--- src/rtl/reset_release_seq_if.sv ---
// Handshake bundle between the reset-release sequencer (master) and the
// blocks it holds in reset (slave).
interface reset_release_seq_if #(
  parameter int NUM_STAGES = 3
) ();
  logic                  pll_locked;
  logic [NUM_STAGES-1:0] stage_done;
  logic [NUM_STAGES-1:0] stage_rst;
  logic                  all_ready;
  logic                  timeout_err;
  logic [2:0]            cur_stage;

  modport master (
    input  pll_locked,
    input  stage_done,
    output stage_rst,
    output all_ready,
    output timeout_err,
    output cur_stage
  );

  modport slave (
    output pll_locked,
    output stage_done,
    input  stage_rst,
    input  all_ready,
    input  timeout_err,
    input  cur_stage
  );
endinterface

--- src/rtl/reset_release_seq.sv ---
// Staged reset-release sequencer: waits for a stable synchronised PLL lock,
// then releases each downstream stage in index order, one done-handshake at a time.
module reset_release_seq #(
  parameter int NUM_STAGES  = 3,
  parameter int HOLD_CYCLES = 16,
  parameter int STAGE_GAP   = 4,
  parameter int TIMEOUT     = 1024,
  parameter int CNT_W       = 16
) (
  input  logic                clk,
  input  logic                reset_n,
  reset_release_seq_if.master bus
);

  typedef enum logic [2:0] {
    S_WAIT_LOCK = 3'd0,
    S_HOLD      = 3'd1,
    S_RELEASE   = 3'd2,
    S_WAIT_DONE = 3'd3,
    S_GAP       = 3'd4,
    S_READY     = 3'd5,
    S_ERROR     = 3'd6
  } state_t;

  localparam logic [CNT_W-1:0]      CNT_ZERO   = {CNT_W{1'b0}};
  localparam logic [CNT_W-1:0]      CNT_ONE    = {{(CNT_W-1){1'b0}}, 1'b1};
  localparam logic [CNT_W-1:0]      HOLD_LAST  = CNT_W'(HOLD_CYCLES - 1);
  localparam logic [CNT_W-1:0]      GAP_LAST   = CNT_W'((STAGE_GAP > 0) ? (STAGE_GAP - 1) : 0);
  localparam logic [CNT_W-1:0]      TO_LAST    = CNT_W'(TIMEOUT - 1);
  localparam logic [2:0]            LAST_STAGE = 3'(NUM_STAGES - 1);
  localparam logic [NUM_STAGES-1:0] RST_ALL    = {NUM_STAGES{1'b1}};

  state_t                state_q, state_d;
  logic [CNT_W-1:0]      cnt_q, cnt_d;
  logic [2:0]            cur_stage_q, cur_stage_d;
  logic [NUM_STAGES-1:0] stage_rst_q, stage_rst_d;
  logic                  all_ready_q, all_ready_d;
  logic                  timeout_err_q, timeout_err_d;
  logic                  sync1_q, sync1_d;
  logic                  sync2_q, sync2_d;

  logic                  lock_s;
  logic [NUM_STAGES-1:0] sel_s;
  logic                  done_cur_s;
  logic [CNT_W-1:0]      cnt_inc_s;

  assign lock_s     = sync2_q;
  assign done_cur_s = |(bus.stage_done & sel_s);
  assign cnt_inc_s  = (&cnt_q) ? cnt_q : (cnt_q + CNT_ONE);

  // One-hot select of the stage being released or awaited
  always_comb begin
    sel_s = {NUM_STAGES{1'b0}};
    for (int i = 0; i < NUM_STAGES; i++) begin
      sel_s[i] = (cur_stage_q == 3'(i));
    end
  end

  // Next-state logic; lock loss overrides everything except the sticky error state
  always_comb begin
    sync1_d       = bus.pll_locked;
    sync2_d       = sync1_q;
    state_d       = state_q;
    cnt_d         = cnt_q;
    cur_stage_d   = cur_stage_q;
    stage_rst_d   = stage_rst_q;
    timeout_err_d = timeout_err_q;
    if (!lock_s && (state_q != S_ERROR)) begin
      state_d     = S_WAIT_LOCK;
      cnt_d       = CNT_ZERO;
      cur_stage_d = 3'd0;
      stage_rst_d = RST_ALL;
    end else begin
      case (state_q)
        S_WAIT_LOCK: begin
          cnt_d   = CNT_ZERO;
          state_d = S_HOLD;
        end
        S_HOLD: begin
          if (cnt_q >= HOLD_LAST) begin
            cnt_d   = CNT_ZERO;
            state_d = S_RELEASE;
          end else begin
            cnt_d = cnt_inc_s;
          end
        end
        S_RELEASE: begin
          stage_rst_d = stage_rst_q & ~sel_s;
          cnt_d       = CNT_ZERO;
          state_d     = S_WAIT_DONE;
        end
        S_WAIT_DONE: begin
          // done is checked first so a same-cycle done beats the timeout
          if (done_cur_s) begin
            cnt_d = CNT_ZERO;
            if (cur_stage_q >= LAST_STAGE) begin
              state_d = S_READY;
            end else if (STAGE_GAP > 0) begin
              state_d = S_GAP;
            end else begin
              cur_stage_d = cur_stage_q + 3'd1;
              state_d     = S_RELEASE;
            end
          end else if (cnt_q >= TO_LAST) begin
            timeout_err_d = 1'b1;
            stage_rst_d   = RST_ALL;
            state_d       = S_ERROR;
          end else begin
            cnt_d = cnt_inc_s;
          end
        end
        S_GAP: begin
          if (cnt_q >= GAP_LAST) begin
            cnt_d       = CNT_ZERO;
            cur_stage_d = cur_stage_q + 3'd1;
            state_d     = S_RELEASE;
          end else begin
            cnt_d = cnt_inc_s;
          end
        end
        S_READY: begin
          state_d = S_READY;
        end
        S_ERROR: begin
          stage_rst_d = RST_ALL;
          state_d     = S_ERROR;
        end
        default: begin
          stage_rst_d = RST_ALL;
          cnt_d       = CNT_ZERO;
          state_d     = S_WAIT_LOCK;
        end
      endcase
    end
    all_ready_d = (state_q == S_READY) && (state_d == S_READY);
  end

  // State, counter, synchroniser and registered outputs
  always_ff @(posedge clk) begin
    if (!reset_n) begin
      state_q       <= S_WAIT_LOCK;
      cnt_q         <= CNT_ZERO;
      cur_stage_q   <= 3'd0;
      stage_rst_q   <= RST_ALL;
      all_ready_q   <= 1'b0;
      timeout_err_q <= 1'b0;
      sync1_q       <= 1'b0;
      sync2_q       <= 1'b0;
    end else begin
      state_q       <= state_d;
      cnt_q         <= cnt_d;
      cur_stage_q   <= cur_stage_d;
      stage_rst_q   <= stage_rst_d;
      all_ready_q   <= all_ready_d;
      timeout_err_q <= timeout_err_d;
      sync1_q       <= sync1_d;
      sync2_q       <= sync2_d;
    end
  end

  assign bus.stage_rst   = stage_rst_q;
  assign bus.all_ready   = all_ready_q;
  assign bus.timeout_err = timeout_err_q;
  assign bus.cur_stage   = cur_stage_q;

endmodule

--- src/flat_wrapper.sv ---
// flat-port wrapper written by rule: the top's interface ports become plain ports
module reset_release_seq_flat 
#(
  parameter int NUM_STAGES  = 3,
  parameter int HOLD_CYCLES = 16,
  parameter int STAGE_GAP   = 4,
  parameter int TIMEOUT     = 1024,
  parameter int CNT_W       = 16
)
  (clk, reset_n, bus_pll_locked, bus_stage_done, bus_stage_rst, bus_all_ready, bus_timeout_err, bus_cur_stage);
  reset_release_seq_if #(.NUM_STAGES(NUM_STAGES)) bus_i ();
  input  logic clk;
  input  logic reset_n;
  input wire logic [$bits(bus_i.pll_locked)-1:0] bus_pll_locked;
  input wire logic [$bits(bus_i.stage_done)-1:0] bus_stage_done;
  output wire logic [$bits(bus_i.stage_rst)-1:0] bus_stage_rst;
  output wire logic [$bits(bus_i.all_ready)-1:0] bus_all_ready;
  output wire logic [$bits(bus_i.timeout_err)-1:0] bus_timeout_err;
  output wire logic [$bits(bus_i.cur_stage)-1:0] bus_cur_stage;
  assign bus_i.pll_locked = bus_pll_locked;
  assign bus_i.stage_done = bus_stage_done;
  assign bus_stage_rst = bus_i.stage_rst;
  assign bus_all_ready = bus_i.all_ready;
  assign bus_timeout_err = bus_i.timeout_err;
  assign bus_cur_stage = bus_i.cur_stage;
  reset_release_seq #(.NUM_STAGES(NUM_STAGES), .HOLD_CYCLES(HOLD_CYCLES), .STAGE_GAP(STAGE_GAP), .TIMEOUT(TIMEOUT), .CNT_W(CNT_W)) u_core (.clk(clk), .reset_n(reset_n), .bus(bus_i));
endmodule
--- config.mk ---
export PLATFORM = sky130hd
export DESIGN_NAME = reset_release_seq_flat
export DESIGN_NICKNAME = d
export VERILOG_FILES = /design/src/rtl/reset_release_seq_if.sv /design/src/rtl/reset_release_seq.sv /design/src/flat_wrapper.sv
export SDC_FILE = /design/constraint.sdc
export NUM_CORES = 1
export LEC_CHECK = 0
export ABC_CLOCK_PERIOD_IN_PS = 6300
export CORE_MARGIN = 2
export CORE_UTILIZATION = 37
export DETAILED_ROUTE_END_ITERATION = 8
export SETUP_SLACK_MARGIN = 0.05
export SYNTH_ARGS = -nofsm -noshare
export SYNTH_HDL_FRONTEND = slang
export SYNTH_SLANG_ARGS = --single-unit
--- constraint.sdc ---
create_clock -name clk -period 6.3 [get_ports clk]
set_input_delay 1.26 -clock clk [delete_from_list [all_inputs] [get_ports clk]]
set_output_delay 1.26 -clock clk [all_outputs]
set_load 0.05 [all_outputs]
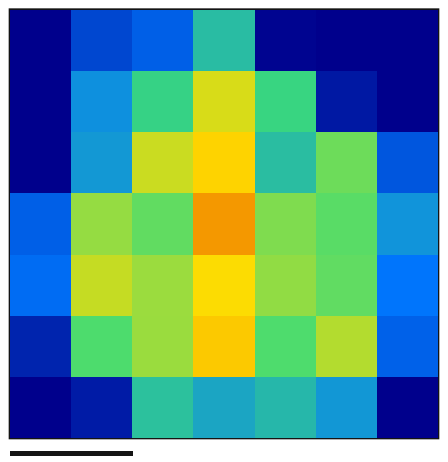
run_1/cell_density.png
Scale bar: 20 um. The die is cut into 7 by 7 equal tiles; dark blue is low, red is high, 0 to 100% covered.
emptiest ninth of the die: top right
nearly empty tiles: 18%
densest ninth of the die: middle
effective utilization at floorplan: 39.2%
final core utilization: 45.3%
placeable core region: 4060 um2

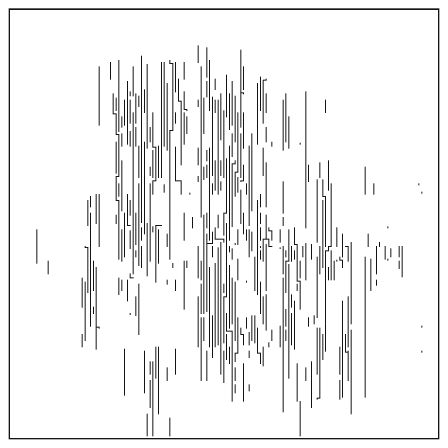
run_1/layer_met2.png
main direction: vertical
wire length on this layer: 1,750 um
share of all routed wire: 49%
GRT met2 Usage: 26.3%
drt total wl: 3600 um
via count of the routed design: 1,468

==> run summary, run 1 <==
Purpose: to document the outcome of synthesis and place and route.

Die
The floorplan row count is 23. The area of the chip is 4840 um2.

Clock tree
The number of levels the H-tree was split into is 2. The clock tree root driver cell is clkbuf_8. The number of gates resized after CTS was 0. Looking at the clock tree report, the maximum root-to-sink buffer count equals 2. The clock slew at the register clock pins of the worst setup and hold paths is around 0.070 ns.

The clock tree from TritonCTS is done.

Power and ir drop
The net switching power in the latest report is 0.0742 mW. For the clock group, total power comes out at about 0.15 mW. Combinational cells consume a total of 0.00867 mW.

Placement
The placement-stage cell area is 1760 um2. Per the gpl log, the routability congestion estimate is 0.835.

Worst setup path
The timing endpoint of the critical path is u_core.cnt_q[6]. The endpoint identified for the worst register-to-register timing path is u_core.cnt_q[6]. The largest driver fanout on the critical path is 11. The setup check on the worst reg-to-reg path leaves a slack of 3.60 ns. The worst setup path startpoint is bus_stage_done[0].

The data arrival time at the worst-slack endpoint is roughly 3.6 ns.

Cells and area
After filler insertion, the fill cell instance count of the layout stands at 391. The total area of multi-input combinational cells is 930 um2. The post-route netlist has 6.73% of its cells at a drive strength greater than 1. The most frequent logic cell in the layout is dfxtp_1. The count of non-filler cells in the finished layout is 258.

GRT
The total congestion overflow is 0. The total routing usage reported by global routing is 15.5%. The number of global-route vias before repair is 1,384. The maximum number of pins on one net before global-route repair is 14.

Synth
For reference, the post-synthesis area per instance comes to 8.28 um2. The synthesis stat section lists a flop and latch total of 29. Ranked by instance count, the synthesized netlist is headed by dfxtp_1 (29), nand2_1 (17), o21ai_0 (16). The number of distinct library cells after synthesis is 46.

The area share of fa/ha/maj cells after synthesis is 3.93%. The top cell type by total area after synthesis is dfxtp_1. Summing all multiplexer cells gives an area fraction of 0.629%. Post-synthesis, Yosys gives the total cell area as 1590 um2. The share of the yosys chip area belonging to registers is 36.5%.

Run status
The flow ran to the end, and the final reports show no timing, DRC or antenna violations.

STA
The fraction of the cycle the final worst path needs is a little over half. In the final report, the number of endpoints failing setup comes to 0. Setup repair after global routing left no endpoint under its margin. The pin closest to its max-slew limit shows a slew of 0.694 ns.

Route
The DRC violation total left in the routed layout is recorded as 0. Per the post-route antenna check, the number of violating nets is 0. The per-cell routed wire length is around 14 um. The DRC violation total after the first TritonRoute iteration is between 60 and 70.

Flow run
The number of maximum-capacitance violations is 0.
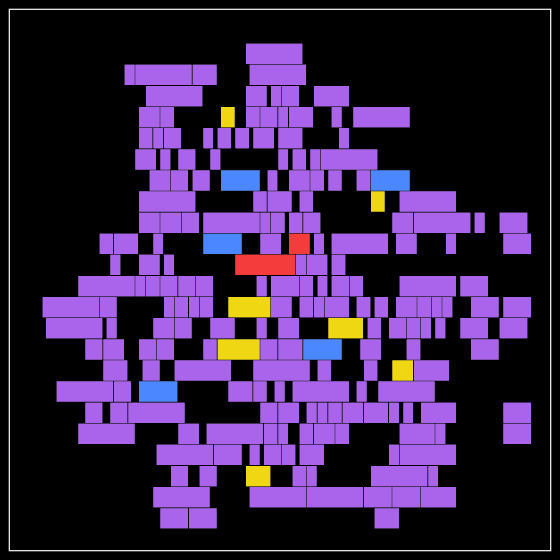
run_1/sizes.png
| size | color | cells | share |
|---|---|---|---|
| _6 and larger | blue | 5 | 2.4% |
| _2 cells | yellow | 7 | 3.4% |
| _0 and _1 cells | purple | 194 | 93% |
| _3 and _4 cells | red | 2 | 0.96% |
non-clock buffer count: 14
layout overhead on the synthesized area: 15.6%
final design instance area without fill: 1840 um2
final critical-path setup slack: 2.94 ns

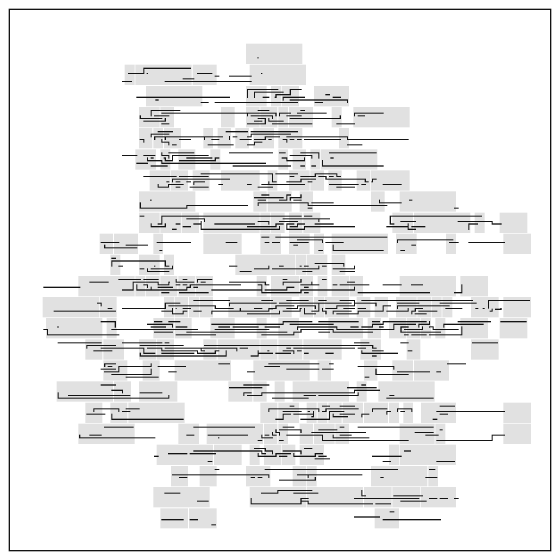
run_1/layer_met1.png
longest straight run: 21.6 um
nets with wire on the layer: 200
met1 track utilization from global routing: 18.9%

-- run 1: per-stage QoR --
| stage | worst slack (ns) | hold slack [ns] |
|---|---|---|
| finish | 2.94 | 0.433 |
| global placement | 2.84 | 0.414 |
| CTS | 2.98 | 0.437 |
| global route | 2.78 | 0.457 |
| detailed placement | 2.70 | 0.427 |
| floorplan | 3.55 | 0.412 |
-- run 1: per-layer routing --
metal | part of all wire [%] | up-vias | GRT usage (%)
met5 | 0 | - | 0
met4 | 1.1 | 0 | 4.58
met3 | 4.7 | 5 | 4.80
met2 | 49 | 37 | 26.3
met1 | 46 | 692 | 18.9
li1 | - | 734 | -
-- run 1: worst max-delay path: stages --
cell	delay [ns]
clkdlybuf4s50_1	0.40
a222oi_1	0.66
o211ai_2	0.29
nor4_4	0.57
o21ai_0	0.17
a22oi_1	0.21
-- run 1: cells by family (layout without fill, tap and decap cells) --
kind of cell / after synthesis / in the layout
AOI/OAI and AO/OA: 59 / 59
xor gates and xnor gates: 4 / 4
adders and majority gates: 5 / 5
buffers and inverters: 18 / 34
DFF: 29 / 29
muxes: 1 / 1
and+or+nand+nor: 76 / 76
-- run 1: area by class of cell --
type / instances / share of cell area [%]
clock buffers: 6 / 3.95
clock inverters: 2 / 0.545
inverters: 12 / 2.45
multi-input cells: 145 / 50.6
flip-flops and latches: 29 / 31.6
well taps: 50 / 3.40
repair buffers: 14 / 7.49
-- run 1: sequential cells by signal, indices dropped and copies added, names as in the netlist --
name / count
u_core.bus.cur_stage: 3
u_core.bus.stage_rst: 3
u_core.bus.timeout_err: 1
u_core.state_q: 3
u_core.cnt_q: 16
u_core.lock_s: 1
u_core.sync1_q: 1
u_core.bus.all_ready: 1
--- run 2 (diff from run 1) ---
ABC_CLOCK_PERIOD_IN_PS = 3100   (was 6300)
clock period = 3.1 ns   (was 6.3 ns; I/O delays follow)
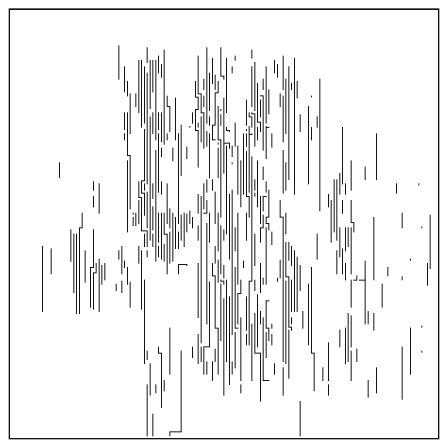
run_2/layer_met2.png
main direction: vertical
wire length on this layer: 1,810 um
longest straight run: 23.8 um
share of all routed wire: 48%

==> run summary, run 2 <==
Purpose: to document the outcome of synthesis and place and route.

Clock tree
The number of buffers inserted during clock tree synthesis is 5 (unchanged). The clock tree root driver cell is clkbuf_8 (unchanged). The post-cts sizing count is 0 (unchanged).

The clock slew at the register clock pins of the worst setup and hold paths is 0.06 ns (was 0.07 ns). The clock tree from TritonCTS is done (unchanged). The buffer levels on the longest clock path is 2 (unchanged).

Worst setup path
The worst-path cell with the longest stage delay is nor4_4 (was a222oi_1). The register-to-register setup slack is 0.67 ns (was 3.60 ns). The largest driver fanout on the critical path is 11 (unchanged).

The biggest cell delay along the critical path is 0.57 ns (was 0.66 ns). The kind of critical path is in2reg (unchanged). Cell breakdown of the critical path: clkdlybuf4s50_1, a222oi_1, o211ai_2, nor4_4, o21ai_0, a22oi_1 (unchanged). The data arrival time at the worst-slack endpoint is 2.70 ns (was 3.56 ns). The endpoint type of the worst setup path is a register (unchanged).

Synth
The synthesized area divided by synthesized cell count is 8.28 um2 (unchanged). The top cell type by total area after synthesis is dfxtp_1 (unchanged). The number of register bits inferred by synthesis is 29 (unchanged). The share of the yosys chip area belonging to registers is 36.5% (unchanged). The synthesis area per yosys was 1590 um2 (unchanged). The number of distinct library cells after synthesis is 46 (unchanged).

Synth cell count leaders: dfxtp_1 (29), nand2_1 (17), o21ai_0 (16) (unchanged).

Die
The floorplan row count is 23 (unchanged). The area of the chip came to 4840 um2 (unchanged). The die span in y came to 69.6 um (unchanged). The core footprint is 4060 um2 (unchanged).

Cells and area
The area of all placed cells without fillers is 1850 um2 (was 1840 um2). The area growth from synthesis to layout is 16.1% (was 15.6%). The most frequent logic cell in the layout is dfxtp_1 (unchanged). The count of non-filler cells in the finished layout is 259 (was 258). The number of inserted filler cells in the final layout is 406 (was 391).

The register name with the most flops is u_core.cnt_q (unchanged). The share of post-route cells with drive strength above 1 came to 7.18% (was 6.73%). The flip-flop count of the largest register after layout is 16 (unchanged).

GRT
The number of global-route vias before repair is 1,472 (was 1,384). The maximum number of pins on one net before global-route repair is 14 (unchanged). The total routing usage reported by global routing was 16.6% (was 15.5%).

The total congestion overflow is 0 (unchanged). The first-pass GRT wire length is 6620 um (was 6090 um).

Placement
The placement-stage cell area came to 1760 um2 (about the same). The weighted congestion reported at the end of routability-driven placement is 0.834 (was 0.835). The post-placement worst setup slack is 0.353 ns (was 2.70 ns).

Flow run
The number of maximum-capacitance violations was 0 (unchanged).

Route
The per-cell routed wire length is 14.5 um (was 14.0 um). The detailed-route wire length is 3750 um (was 3600 um). The via count of the routed design was 1,492 (was 1,468).

The post-detailed-route count of antenna-violating nets was 0 (unchanged). The DRC violation total after the first TritonRoute iteration is 74 (was 61).

STA
The fraction of the cycle the final worst path needs is between 80% and 90%. Unrepaired setup endpoints after global routing: false (unchanged). The worst hold slack is 0.440 ns (was 0.433 ns). The final critical-path setup slack was 0.608 ns (was 2.94 ns). The count of endpoints failing setup in the final report was 0 (unchanged). The actual transition at the worst max-transition pin is 0.576 ns (was 0.694 ns).

Run status
Result of the run: complete, no violations (unchanged).
-- run 2: power by group --
group	switching (mW)	total [mW]	internal, mW
Combinational	0.00844	0.0188	0.0104
Sequential	0.00160	0.376	0.374
Clock	0.139	0.294	0.155
Total	0.149	0.689	0.540
-- run 2: path summary, 6_finish.rpt --
kind | start | to | cells past startpoint
worst min register to register | u_core.sync1_q | u_core.lock_s | 1
worst max register to register | u_core.bus.cur_stage[0] | u_core.cnt_q[6] | 7
worst max-delay path | bus_stage_done[0] | u_core.cnt_q[6] | 6
worst min-delay path | u_core.sync1_q | u_core.lock_s | 1
-- run 2: layout make-up --
class / count / area (um2) / share of cell area (%)
Tap cell: 50 / 62.6 / 3.39
Multi-Input combinational cell: 145 / 930 / 50.4
Sequential cell: 29 / 581 / 31.5
Clock buffer: 6 / 72.6 / 3.93
Inverter: 12 / 45.0 / 2.44
Clock inverter: 2 / 10.0 / 0.542
Timing Repair Buffer: 15 / 145 / 7.86
-- run 2: through the flow --
stage / util, % / power, mW
after floorplan: - / 0.393
after global placement: 43.4 / 0.402
after detailed placement: 43.4 / 0.403
after CTS: 45.5 / 0.694
after global routing: 45.5 / 0.722
final: 45.5 / 0.689
-- run 2: per-layer routing --
metal  GRT usage (%)  share of wire, %
met5               0                 0
met4            6.10               1.2
met3            4.51               3.8
met2            27.6                48
met1            20.5                47
-- run 2: kinds of logic after synthesis --
kind of cell,count (synthesis),share of synthesized area (%)
compound gates,59,26.0
xor+xnor,4,2.20
fa+ha+maj,5,3.93
buf+inv,18,5.03
flops,29,36.5
mux,1,0.629
simple gates,76,25.7
-- run 2: critical path: cells and delay by family --
family | cells | cell delay, ns
buffers and inverters | 1 | 0.41
and+or+nand+nor | 1 | 0.57
AOI/OAI and AO/OA | 4 | 1.11
run_2/layer_met1.png
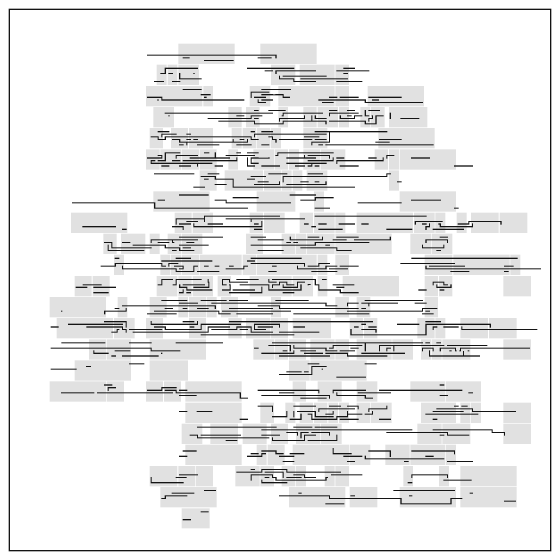

--- run 3 (diff from run 2) ---
ABC_CLOCK_PERIOD_IN_PS = 2450   (was 3100)
clock period = 2.45 ns   (was 3.1 ns; I/O delays follow)
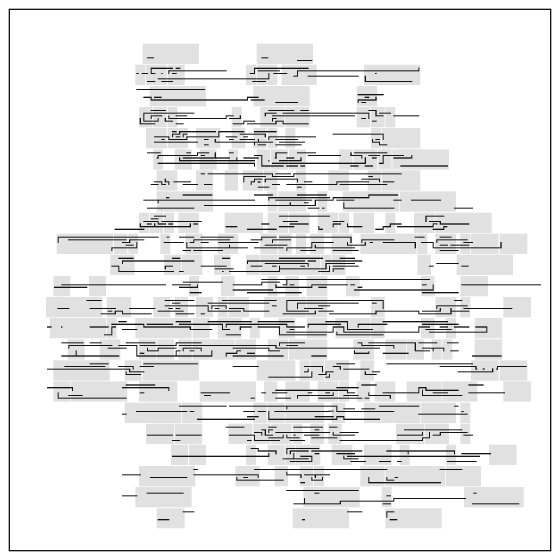
run_3/layer_met1.png
wire length on this layer: 1,870 um
longest straight run: 21.6 um
main direction: horizontal
drt total wl: 3910 um
via count of the routed design: 1,513

==> run summary, run 3 <==
Purpose: to document the outcome of synthesis and place and route.

Synth
The number of distinct library cells after synthesis is 46 (unchanged). The synthesized area divided by synthesized cell count was 8.28 um2 (unchanged). Synth cell count leaders: dfxtp_1 (29), nand2_1 (17), o21ai_0 (16) (unchanged).

The share of the yosys chip area belonging to registers is 36.5% (unchanged).

Cells and area
The share of post-route cells with drive strength above 1 was 11.6% (was 7.18%). The count of non-filler cells in the finished layout is 266 (was 259). The most frequent logic cell in the layout was dfxtp_1 (unchanged).

The register name with the most flops is u_core.cnt_q (unchanged). The area growth from synthesis to layout is 20.7% (was 16.1%).

Route
The post-detailed-route count of antenna-violating nets is 0 (unchanged). The routed wire length on met2 is 1810 um (about the same). The top routing layer in use is met4 (unchanged). The DRC violation total after the first TritonRoute iteration was 107 (was 74). The wire length on met1 is 1870 um (was 1750 um). The total met3 wirelength after detailed routing came to 164 um (was 144 um). The remaining design rule violation count is 0 (unchanged).

STA
OpenROAD reports that the post-layout worst path occupies 89.0% of the period. The count of endpoints failing setup in the final report was 0 (unchanged). Unrepaired setup endpoints after global routing: false (unchanged).

The final critical-path setup slack is 0.270 ns (was 0.608 ns).

Clock tree
The clock slew at the register clock pins of the worst setup and hold paths was 0.06 ns (about the same). The post-cts sizing count is 0 (unchanged). The number of buffers inserted during clock tree synthesis was 5 (unchanged). The clock tree root driver cell is clkbuf_8 (unchanged). The number of levels the H-tree was split into came to 2 (unchanged).

GRT
The most used routing layer is met2 (unchanged). The total congestion overflow is 0 (unchanged). The met1 track demand over resource in global routing is 21.2% (was 20.5%). The number of global-route vias before repair is 1,447 (was 1,472). The first-pass GRT wire length was 6620 um (about the same).

Die
The die span in y was 69.6 um (unchanged). The area of the chip came to 4840 um2 (unchanged). The floorplan row count is 23 (unchanged). The starting density of the core is 39.2% (unchanged).

Run status
Result of the run: complete, no violations (unchanged).

Min path
The cell count of the worst hold path is 1 (unchanged).

Worst setup path
The number of cells on the worst reg-to-reg path is 8 (was 7). The kind of critical path is reg2reg (was in2reg). The data arrival time at the worst-slack endpoint is 2.38 ns (was 2.70 ns). The endpoint type of the worst setup path is a register (unchanged).

Placement
The weighted congestion reported at the end of routability-driven placement is 0.800 (was 0.834). The post-placement worst setup slack is 0.0338 ns (was 0.353 ns).
==> run 3: per-stage QoR <==
stage / area, um2 / util, %
2_1_floorplan: 1590 / -
5_1_grt: 1920 / 47.3
3_3_place_gp: 1820 / 44.8
4_1_cts: 1920 / 47.3
6_report: 1920 / 47.3
3_5_place_dp: 1820 / 44.8
==> run 3: layout make-up <==
| type | count | area, um2 |
|---|---|---|
| Clock inverter | 1 | 5.00 |
| Fill cell | 426 | 2140 |
| Tap cell | 50 | 62.6 |
| Multi-Input combinational cell | 145 | 930 |
| Sequential cell | 29 | 583 |
| Clock buffer | 7 | 96.3 |
| Inverter | 12 | 45.0 |
| Timing Repair Buffer | 22 | 198 |
==> run 3: critical path: stages (launching register included) <==
cell	delay (ns)
dfxtp_2	0.35
inv_1	0.08
ha_1	0.22
a222oi_1	0.48
o211ai_2	0.23
nor4_4	0.25
buf_4	0.20
o21ai_0	0.09
a22oi_1	0.20
==> run 3: power breakdown <==
group,internal [mW],total (mW),leakage [nW],switching (mW)
Combinational,0.0137,0.0245,0.431,0.0108
Clock,0.253,0.435,0.0542,0.182
Sequential,0.473,0.476,0.235,0.00208
==> run 3: path summary, 6_finish.rpt <==
check	start	end	slack [ns]
max	u_core.bus.cur_stage[0]	u_core.cnt_q[3]	0.27
min	u_core.sync1_q	u_core.lock_s	0.44
max reg2reg	u_core.bus.cur_stage[0]	u_core.cnt_q[3]	0.27
min reg2reg	u_core.sync1_q	u_core.lock_s	0.44
==> run 3: cells by family (layout without fill, tap and decap cells) <==
logic type	count (synthesis)	count (layout)	synth area share (%)
buffers and inverters	18	42	5.03
adder cells (fa/ha/maj)	5	5	3.93
AND-OR/OR-AND	59	59	26.0
AND/OR/NAND/NOR	76	76	25.7
flip-flops	29	29	36.5
multiplexers	1	1	0.629
XOR/XNOR	4	4	2.20
Power is estimated from default activity; no workload was simulated.
